==> src/rtl/register_bus_controller.sv <==
// Bus-cycle sequencer between the 68030 local bus and memory-mapped register slaves.
// It decodes the slave index, drives chip select, a write strobe and DSACK/BERR, and captures read data.
module register_bus_controller #(
    parameter int SLAVE_BITS     = 2,
    parameter int WAIT_STATES    = 1,
    parameter int TIMEOUT_CYCLES = 64,
    localparam int NUM_SLAVES    = 2**SLAVE_BITS
) (
    input  logic                    clock,
    input  logic                    reset,
    input  logic                    cpu_as_n,
    input  logic                    cpu_rw,
    input  logic                    cpu_select,
    input  logic [SLAVE_BITS-1:0]   cpu_addr,
    input  logic [NUM_SLAVES-1:0]   slave_port32,
    input  logic [NUM_SLAVES-1:0]   slave_ready,
    input  logic [NUM_SLAVES*32-1:0] slave_data,
    output logic [NUM_SLAVES-1:0]   cs,
    output logic                    write,
    output logic [31:0]             cpu_data_out,
    output logic [1:0]              dsack_n,
    output logic                    berr_n,
    output logic                    busy
);

    localparam int TW = $clog2(TIMEOUT_CYCLES + 1);

    typedef enum logic [2:0] {
        IDLE,
        ACCESS,
        WAIT,
        ACK,
        BERR
    } state_t;

    state_t                  state_q, state_d;
    logic [SLAVE_BITS-1:0]   idx_q, idx_d;
    logic                    rw_q, rw_d;
    logic                    p32_q, p32_d;
    logic [3:0]              wcnt_q, wcnt_d;
    logic [TW-1:0]           tmo_q, tmo_d;
    logic [NUM_SLAVES-1:0]   cs_q, cs_d;
    logic                    write_q, write_d;
    logic [31:0]             data_q, data_d;
    logic [1:0]              dsack_q, dsack_d;
    logic                    berr_q, berr_d;
    logic                    busy_q, busy_d;
    logic [31:0]             rd_word;

    assign rd_word = slave_data[32*int'(idx_q) +: 32];

    always_comb begin
        state_d = state_q;
        idx_d   = idx_q;
        rw_d    = rw_q;
        p32_d   = p32_q;
        wcnt_d  = wcnt_q;
        tmo_d   = tmo_q;
        data_d  = data_q;
        write_d = 1'b0;

        case (state_q)
            IDLE: begin
                if (!cpu_as_n && cpu_select) begin
                    idx_d   = cpu_addr;
                    rw_d    = cpu_rw;
                    p32_d   = slave_port32[cpu_addr];
                    write_d = ~cpu_rw;
                    state_d = ACCESS;
                end
            end
            ACCESS: begin
                if (cpu_as_n) begin
                    state_d = IDLE;
                end else begin
                    wcnt_d  = 4'(WAIT_STATES);
                    tmo_d   = '0;
                    state_d = WAIT;
                end
            end
            WAIT: begin
                // Ready beats timeout when both land on the same edge.
                if (cpu_as_n) begin
                    state_d = IDLE;
                end else if (wcnt_q == 4'd0 && slave_ready[idx_q]) begin
                    state_d = ACK;
                    if (rw_q) begin
                        data_d = p32_q ? rd_word : {rd_word[15:0], 16'h0000};
                    end
                end else if (tmo_q == TW'(TIMEOUT_CYCLES - 1)) begin
                    state_d = BERR;
                end else begin
                    if (wcnt_q != 4'd0) begin
                        wcnt_d = wcnt_q - 4'd1;
                    end
                    tmo_d = tmo_q + 1'b1;
                end
            end
            ACK, BERR: begin
                if (cpu_as_n) begin
                    state_d = IDLE;
                end
            end
            default: state_d = IDLE;
        endcase

        // Outputs are decoded from the next state so the registered copies line up with it.
        busy_d  = (state_d != IDLE);
        cs_d    = (state_d == ACCESS || state_d == WAIT || state_d == ACK)
                  ? (NUM_SLAVES'(1) << idx_d) : '0;
        dsack_d = (state_d == ACK) ? {1'b0, ~p32_d} : 2'b11;
        berr_d  = (state_d != BERR);
    end

    always_ff @(posedge clock) begin
        if (reset) begin
            state_q <= IDLE;
            idx_q   <= '0;
            rw_q    <= 1'b1;
            p32_q   <= 1'b0;
            wcnt_q  <= '0;
            tmo_q   <= '0;
            cs_q    <= '0;
            write_q <= 1'b0;
            data_q  <= '0;
            dsack_q <= 2'b11;
            berr_q  <= 1'b1;
            busy_q  <= 1'b0;
        end else begin
            state_q <= state_d;
            idx_q   <= idx_d;
            rw_q    <= rw_d;
            p32_q   <= p32_d;
            wcnt_q  <= wcnt_d;
            tmo_q   <= tmo_d;
            cs_q    <= cs_d;
            write_q <= write_d;
            data_q  <= data_d;
            dsack_q <= dsack_d;
            berr_q  <= berr_d;
            busy_q  <= busy_d;
        end
    end

    assign cs           = cs_q;
    assign write        = write_q;
    assign cpu_data_out = data_q;
    assign dsack_n      = dsack_q;
    assign berr_n       = berr_q;
    assign busy         = busy_q;

endmodule

==> config.mk <==
export PLATFORM = sky130hd
export DESIGN_NAME = register_bus_controller
export DESIGN_NICKNAME = d
export VERILOG_FILES = /design/src/rtl/register_bus_controller.sv
export SDC_FILE = /design/constraint.sdc
export NUM_CORES = 1
export LEC_CHECK = 0
export ABC_AREA = 0
export CAP_MARGIN = 5
export CORE_ASPECT_RATIO = 1.1
export CORE_MARGIN = 2
export CORE_UTILIZATION = 35
export DETAILED_ROUTE_END_ITERATION = 7
export PLACE_DENSITY = 0.84
export SETUP_SLACK_MARGIN = 0.3
export SYNTH_ARGS = -nofsm -noshare
export SYNTH_HDL_FRONTEND = slang
export SYNTH_SLANG_ARGS = --single-unit
==> constraint.sdc <==
create_clock -name clock -period 1.9 [get_ports clock]
set_clock_uncertainty 0.15 [all_clocks]
set_input_delay 0.38 -clock clock [delete_from_list [all_inputs] [get_ports clock]]
set_output_delay 0.38 -clock clock [all_outputs]
set_load 0.1 [all_outputs]
### Routed metal per tile, run 1

19 x 21 tiles, from white (low) to dark blue (high), scaled to the fullest tile. Values are wire area over tile area, all layers added.
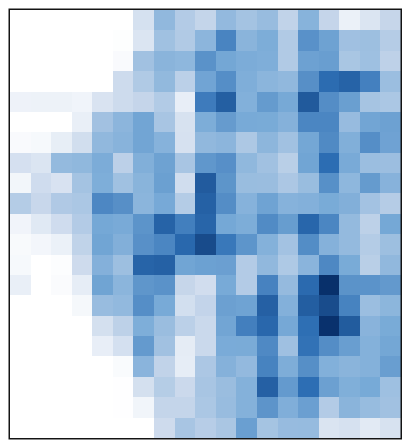
emptiest ninth of the die: bottom left
nearly empty tiles: 16%
mean over tiles: 0.26
tiles over half the peak: 28%

### Pin placement, run 1

The bar under the picture is 20 um long. Pins as bars across the die edge, other pins in grey.
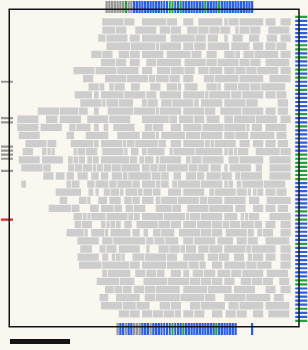
[blue] `slave_data` | pins: 128 | direction: input | edge: 53 right, 39 top, 36 bottom
[green] `cpu_data_out` | pins: 32 | direction: output | edge: 23 right, 6 top, 3 bottom
[red] `reset` | pins: 1 | direction: input | edge: left
all pins by edge: 76 right, 54 top, 45 bottom, 9 left

### A small window of the routed layout, run 1

The bar under the picture is 5 um long. Region (38, 64) to (58, 84) um. Cells in grey, sequential cells in the stronger grey; small squares are vias.
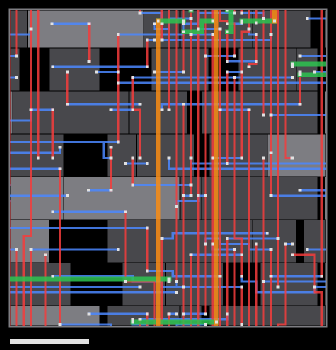
[blue] M1
[red] M2
[green] M3
[orange] M4
most frequent: mux2i_1 (4), buf_12 (4), dfxtp_1 (3)
netlist names of flops here include: `cpu_data_out` (3)
cells with their middle in the window: 25
sequential cells in the window: 3

### Logic cells by family, run 1

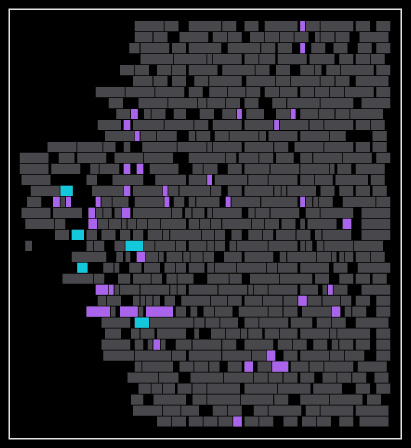
[cyan] non-inverting ao/oa cells | cells: 5 | where: left middle
[purple] nor cells | cells: 37 | most used: nor2_1
filler-free cell count of the finished design: 655
top logic cell by instance count in the layout: sky130_fd_sc_hd__clkdlybuf4s50_1
logic gate fraction of the total cell area: 36.19%

==> impl_metrics.py, run 1 <==
# Flow results
metrics = {
    "sta": {
        "fin_setup_tns_ns": -0.3507,
        "final_critical_path_setup_slack_ns": -0.07181,
        "layout_worst_path_cycle_share_pct": 103.8,
        "max-slew-margin-rel_pct": 70.47,
        "timing_worst_slew_pin_value_ns": 0.4395,
        "min_period_ns": 1.972,
        "finalHoldWorstSlack_ns": 0.2779,
        "f_max_mhz": 507.1,
        "timing.final.max_slew_violations": 0,
        "timing.final.hold_violations": 0,
        "rsz0062_at_grt": "true",
        "final-setup-viol-count": 13,
    },
    "synthesis": {
        "ys_chip_area_sq_um": 3311,
        "synth_stat.cells": 324,
        "post_synth_instance_area_sq_um": 3311,
        "ys.flops": 59,
        "post_synth_num_cell_types": 42,
        "ys_seq_share_pct": 35.68,
        "compound_area_share_pct": 12.55,
        "postSynthNetCount": 469,
        "most_common_cell": "sky130_fd_sc_hd__dfxtp_1",
        "post_synth_inst_count": 324,
        "ys_sh_mux_pct": 30.16,
        "common_cells": "59 x sky130_fd_sc_hd__dfxtp_1, 34 x sky130_fd_sc_hd__mux4_2, 27 x sky130_fd_sc_hd__a21oi_1",
        "largest_area_cell": "sky130_fd_sc_hd__dfxtp_1",
        "synth.area.top_cells": "sky130_fd_sc_hd__dfxtp_1 36%, sky130_fd_sc_hd__mux4_2 23%, sky130_fd_sc_hd__mux2i_1 6.3%, sky130_fd_sc_hd__a21oi_1 4.1%, sky130_fd_sc_hd__a211oi_1 3.9%",
        "post-synth-top-area-fraction_pct": 35.68,
        "async_flop_share_pct": 0,
        "enable_flop_cells": 0,
        "synth_top_flop_cell": "sky130_fd_sc_hd__dfxtp_1",
        "post_synthesis_adder_cell_area_fraction_pct": 0.7559,
        "yosysWarnings": 0,
        "syn-mean-instance-area_sq_um": 10.22,
    },
    "final_layout": {
        "layout_top_cells_excl_fill_tap": "135 x sky130_fd_sc_hd__clkdlybuf4s50_1, 48 x sky130_fd_sc_hd__dfxtp_1, 45 x sky130_fd_sc_hd__buf_12, 34 x sky130_fd_sc_hd__mux4_2, 34 x sky130_fd_sc_hd__buf_4",
        "top_cell_class_by_occupied_area": "buffers",
        "final.fill_count": 560,
        "nFlopsAndLatches": 59,
        "finish.instance_area_sq_um": 6669,
        "design.final.nets": 679,
        "layout.buffer.nonclock.area_share_pct": 40.36,
        "flip_flop_and_latch_share_of_the_layout_cell_area_pct": 17.99,
        "syn2layout_area_growth_pct": 101.4,
        "register_area_sq_um": 1200,
        "n_antenna_cell": 0,
        "largest_reg_flops": 32,
        "logic_area_sq_um": 2414,
        "nMultiInputCombCells": 228,
        "layout-drive-gt1-share_pct": 42.94,
        "layout.clock_buffers": 10,
        "utilization_pct": 72.03,
        "clock_cell_area_share_pct": 2.871,
        "buffers": 229,
    },
    "place": {
        "dp_hpwl_um": 10180,
        "count_of_input_and_output_buffers": 183,
        "place_inst": 629,
        "finalWeightedCongestion": 0.8641,
        "dpl_cell_area_sq_um": 6061,
        "place_ws_ns": -0.4801,
    },
    "critical_path": {
        "setup.worst_path.start_class": "flip-flop",
        "crit-reg2reg-launch": "idx_q[0]",
        "path_cells": "mux4_2, and3_4, buf_4, o31ai_2, a21oi_2",
        "critical_path.max_stage_delay_ns": 0.57,
        "worst_reg2reg_path_endpoint": "tmo_q[5]",
        "cp-endpoint": "tmo_q[5]",
        "worst_setup_sp": "idx_q[0]",
        "cp-end-kind": "flip-flop",
        "r2r_slack_ns": -0.07,
        "critPathArrivalTime_ns": 2.06,
        "r2r.worst_path.cells": 5,
        "cp.depth": 5,
        "critical_path_class": "flip-flop to flip-flop",
        "timing.critical_path.max_delay_family": "multiplexers",
        "crit_path_top_delay_cell": "sky130_fd_sc_hd__mux4_2",
        "critical_path_data_required_time_ns": 1.98,
    },
    "min_path": {
        "min_path_cells": 4,
        "holdPathEnd": "dsack_n[1]",
        "hold_class": "input port to flip-flop",
        "hp-start": "reset",
    },
    "pwr": {
        "static-leakage-power_nw": 2.316,
        "comb_power_share_pct": 25.9,
        "power.combinational.total_mw": 0.851,
        "power.share.clock_pct": 35.4,
        "power.switching_mw": 0.9035,
        "internal_power_mw": 2.377,
        "powerClk_mw": 1.16,
        "fin_total_pwr_mw": 3.281,
        "power.sequential.total_mw": 1.27,
        "power_per_cell_area_nw_per_um2": 491.9,
        "share_seq_of_total_power_pct": 38.6,
        "top_power_group": "sequential cells",
    },
    "clock_tree": {
        "ctsResizeCount": 46,
        "cts_max_path_buffers": 2,
        "clkSinkCount": 59,
        "clk_pin_slew_ns": 0.07,
        "ctsHoldBuffers": 0,
        "cts.root.buffer_cell": "sky130_fd_sc_hd__clkbuf_8",
        "tritoncts.num_buffers": 9,
        "clock_tree_from_tritoncts": "yes",
        "cts.repair_timing.setup_buffer_count": 4,
        "cts-htree-levels": 3,
        "clock_latency_ns": 0.35,
    },
    "global_route": {
        "gr-usage-all-layers_pct": 25.96,
        "first_pass_grt_wire_length_um": 20800,
        "grt_util_met3_pct": 4.668,
        "grt_max_degree": 33,
        "grt_overflow_total": 0,
        "number_of_global_route_vias_before_repair": 3935,
        "global_route.peak_usage_layer": "met2",
        "grt_use_met2_pct": 48.21,
        "grt_antenna_before_repair": 0,
        "grt_use_met1_pct": 27.91,
    },
    "floorplanning": {
        "die_area_sq_um": 10250,
        "taps": 117,
        "dieWidth_um": 96.73,
        "core_ar_sq_um": 9259,
        "die-height_um": 106.0,
        "io_pins": 184,
        "fp-row-count": 37,
        "initial_core_util_pct": 35.76,
    },
    "outcome": {
        "status": "complete, but fails checks",
        "failed_checks": "negative setup slack",
    },
    "drt": {
        "wl_um": 15970,
        "detailedRoute.firstPassIterationCount": 6,
        "routedWlPerCell_um": 24.38,
        "top_layer_used": "met4",
        "drt_iter0_markers": 232,
        "dr_wl_met2_um": 8681,
        "viasPerCell": 5.927,
        "remaining_drc_errors": 0,
        "amount_of_wire_on_met3_after_detailed_routing_um": 1108,
        "m1WireLength_um": 5356,
        "detailroute.via_count": 3882,
    },
    "run": {
        "timing.max_cap.violations": 0,
        "tool_warnings": 29,
    },
}
==> run 2: changes to the inputs <==
Settings changed: CTS_CLUSTER_DIAMETER set to 120.
### Pin placement, run 2

The bar under the picture is 20 um long. Pins as bars across the die edge, other pins in grey.
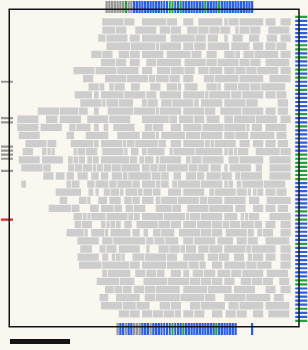
[blue] `slave_data` | pins: 128 | direction: input | edge: 53 right, 39 top, 36 bottom
[green] `cpu_data_out` | pins: 32 | direction: output | edge: 23 right, 6 top, 3 bottom
[red] `reset` | pins: 1 | direction: input | edge: left
die height: 106.0 um
Die Span X: 96.73 um
count of input and output buffers: 183

### A small window of the routed layout, run 2

The bar under the picture is 5 um long. Region (38, 64) to (58, 84) um. Cells in grey, sequential cells in the stronger grey; small squares are vias.
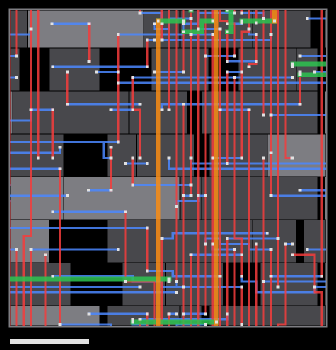
[orange] M4
[red] M2
[blue] M1
[green] M3
sequential cells in the window: 3
most frequent: mux2i_1 (4), buf_12 (4), dfxtp_1 (3)
cells with their middle in the window: 25
netlist names of flops here include: `cpu_data_out` (3)

==> impl_metrics.py, run 2 <==
# Flow results
metrics = {
    "outcome": {
        "status": "complete, but fails checks",
        "failed_checks": "negative setup slack",
    },
    "final_layout": {
        "layout-drive-gt1-share_pct": 42.94,
        "nMultiInputCombCells": 228,
        "design.final.nets": 679,
        "register_area_sq_um": 1200,
        "finish.instance_area_sq_um": 6669,
        "largest_reg_flops": 32,
        "sh_comb_area_pct": 36.19,
        "final.fill_count": 560,
        "logic_area_sq_um": 2414,
        "syn2layout_area_growth_pct": 101.4,
        "n_antenna_cell": 0,
        "stdcell_count": 655,
        "layout.clock_buffers": 10,
        "layout_top_cells_excl_fill_tap": "135 x sky130_fd_sc_hd__clkdlybuf4s50_1, 48 x sky130_fd_sc_hd__dfxtp_1, 45 x sky130_fd_sc_hd__buf_12, 34 x sky130_fd_sc_hd__mux4_2, 34 x sky130_fd_sc_hd__buf_4",
        "top_cell_class_by_occupied_area": "buffers",
        "utilization_pct": 72.03,
        "layout.buffer.nonclock.area_share_pct": 40.36,
    },
    "critical_path": {
        "worst_reg2reg_path_endpoint": "tmo_q[5]",
        "crit_path_top_delay_cell": "sky130_fd_sc_hd__mux4_2",
        "worst_setup_sp": "idx_q[0]",
        "critical_path_data_required_time_ns": 1.98,
        "critical_path_class": "flip-flop to flip-flop",
        "critical_path.max_stage_delay_ns": 0.57,
        "r2r_slack_ns": -0.07,
        "crit-reg2reg-launch": "idx_q[0]",
        "setup.worst_path.start_class": "flip-flop",
        "r2r.worst_path.cells": 5,
        "critPathArrivalTime_ns": 2.06,
        "path_cells": "mux4_2, and3_4, buf_4, o31ai_2, a21oi_2",
    },
    "clock_tree": {
        "clk_pin_slew_ns": 0.07,
        "ctsResizeCount": 46,
        "ctsHoldBuffers": 0,
        "clock_tree_from_tritoncts": "yes",
        "clkSinkCount": 59,
        "cts.repair_timing.setup_buffer_count": 4,
    },
    "synthesis": {
        "most_common_cell": "sky130_fd_sc_hd__dfxtp_1",
        "synth.area.top_cells": "sky130_fd_sc_hd__dfxtp_1 36%, sky130_fd_sc_hd__mux4_2 23%, sky130_fd_sc_hd__mux2i_1 6.3%, sky130_fd_sc_hd__a21oi_1 4.1%, sky130_fd_sc_hd__a211oi_1 3.9%",
        "post_synth_num_cell_types": 42,
        "postSynthNetCount": 469,
        "syn-mean-instance-area_sq_um": 10.22,
        "yosysWarnings": 0,
        "ys_sh_mux_pct": 30.16,
        "synth_stat.cells": 324,
        "post_synth_inst_count": 324,
        "post-synth-top-area-fraction_pct": 35.68,
        "enable_flop_cells": 0,
        "post_synth_instance_area_sq_um": 3311,
        "compound_area_share_pct": 12.55,
    },
    "pwr": {
        "fin_total_pwr_mw": 3.281,
        "powerClk_mw": 1.16,
        "internal_power_mw": 2.377,
        "share_seq_of_total_power_pct": 38.6,
        "power.switching_mw": 0.9035,
        "static-leakage-power_nw": 2.316,
        "power_per_cell_area_nw_per_um2": 491.9,
        "power.combinational.total_mw": 0.851,
    },
    "place": {
        "dpl_cell_area_sq_um": 6061,
        "place_ws_ns": -0.4801,
        "dp_hpwl_um": 10180,
    },
    "drt": {
        "dr_wl_met2_um": 8681,
        "remaining_drc_errors": 0,
        "drt_iter0_markers": 232,
        "top_layer_used": "met4",
        "detailedRoute.firstPassIterationCount": 6,
        "amount_of_wire_on_met3_after_detailed_routing_um": 1108,
        "wl_um": 15970,
        "detailroute.via_count": 3882,
    },
    "sta": {
        "layout_worst_path_cycle_share_pct": 103.8,
        "min_period_ns": 1.972,
        "fin_setup_tns_ns": -0.3507,
        "final_critical_path_setup_slack_ns": -0.07181,
        "timing.final.max_slew_violations": 0,
        "rsz0062_at_grt": "true",
        "timing.final.hold_violations": 0,
        "final-setup-viol-count": 13,
    },
    "min_path": {
        "holdPathEnd": "dsack_n[1]",
        "hp-start": "reset",
    },
    "global_route": {
        "grt_antenna_before_repair": 0,
        "grt_use_met2_pct": 48.21,
        "grt_max_degree": 33,
        "gr-usage-all-layers_pct": 25.96,
        "first_pass_grt_wire_length_um": 20800,
        "grt_use_met1_pct": 27.91,
    },
    "floorplanning": {
        "die_area_sq_um": 10250,
        "initial_core_util_pct": 35.76,
        "fp-row-count": 37,
    },
    "run": {
        "timing.max_cap.violations": 0,
        "tool_warnings": 29,
    },
}
Power figures rest on the tool's default switching activity, not on a simulated workload.
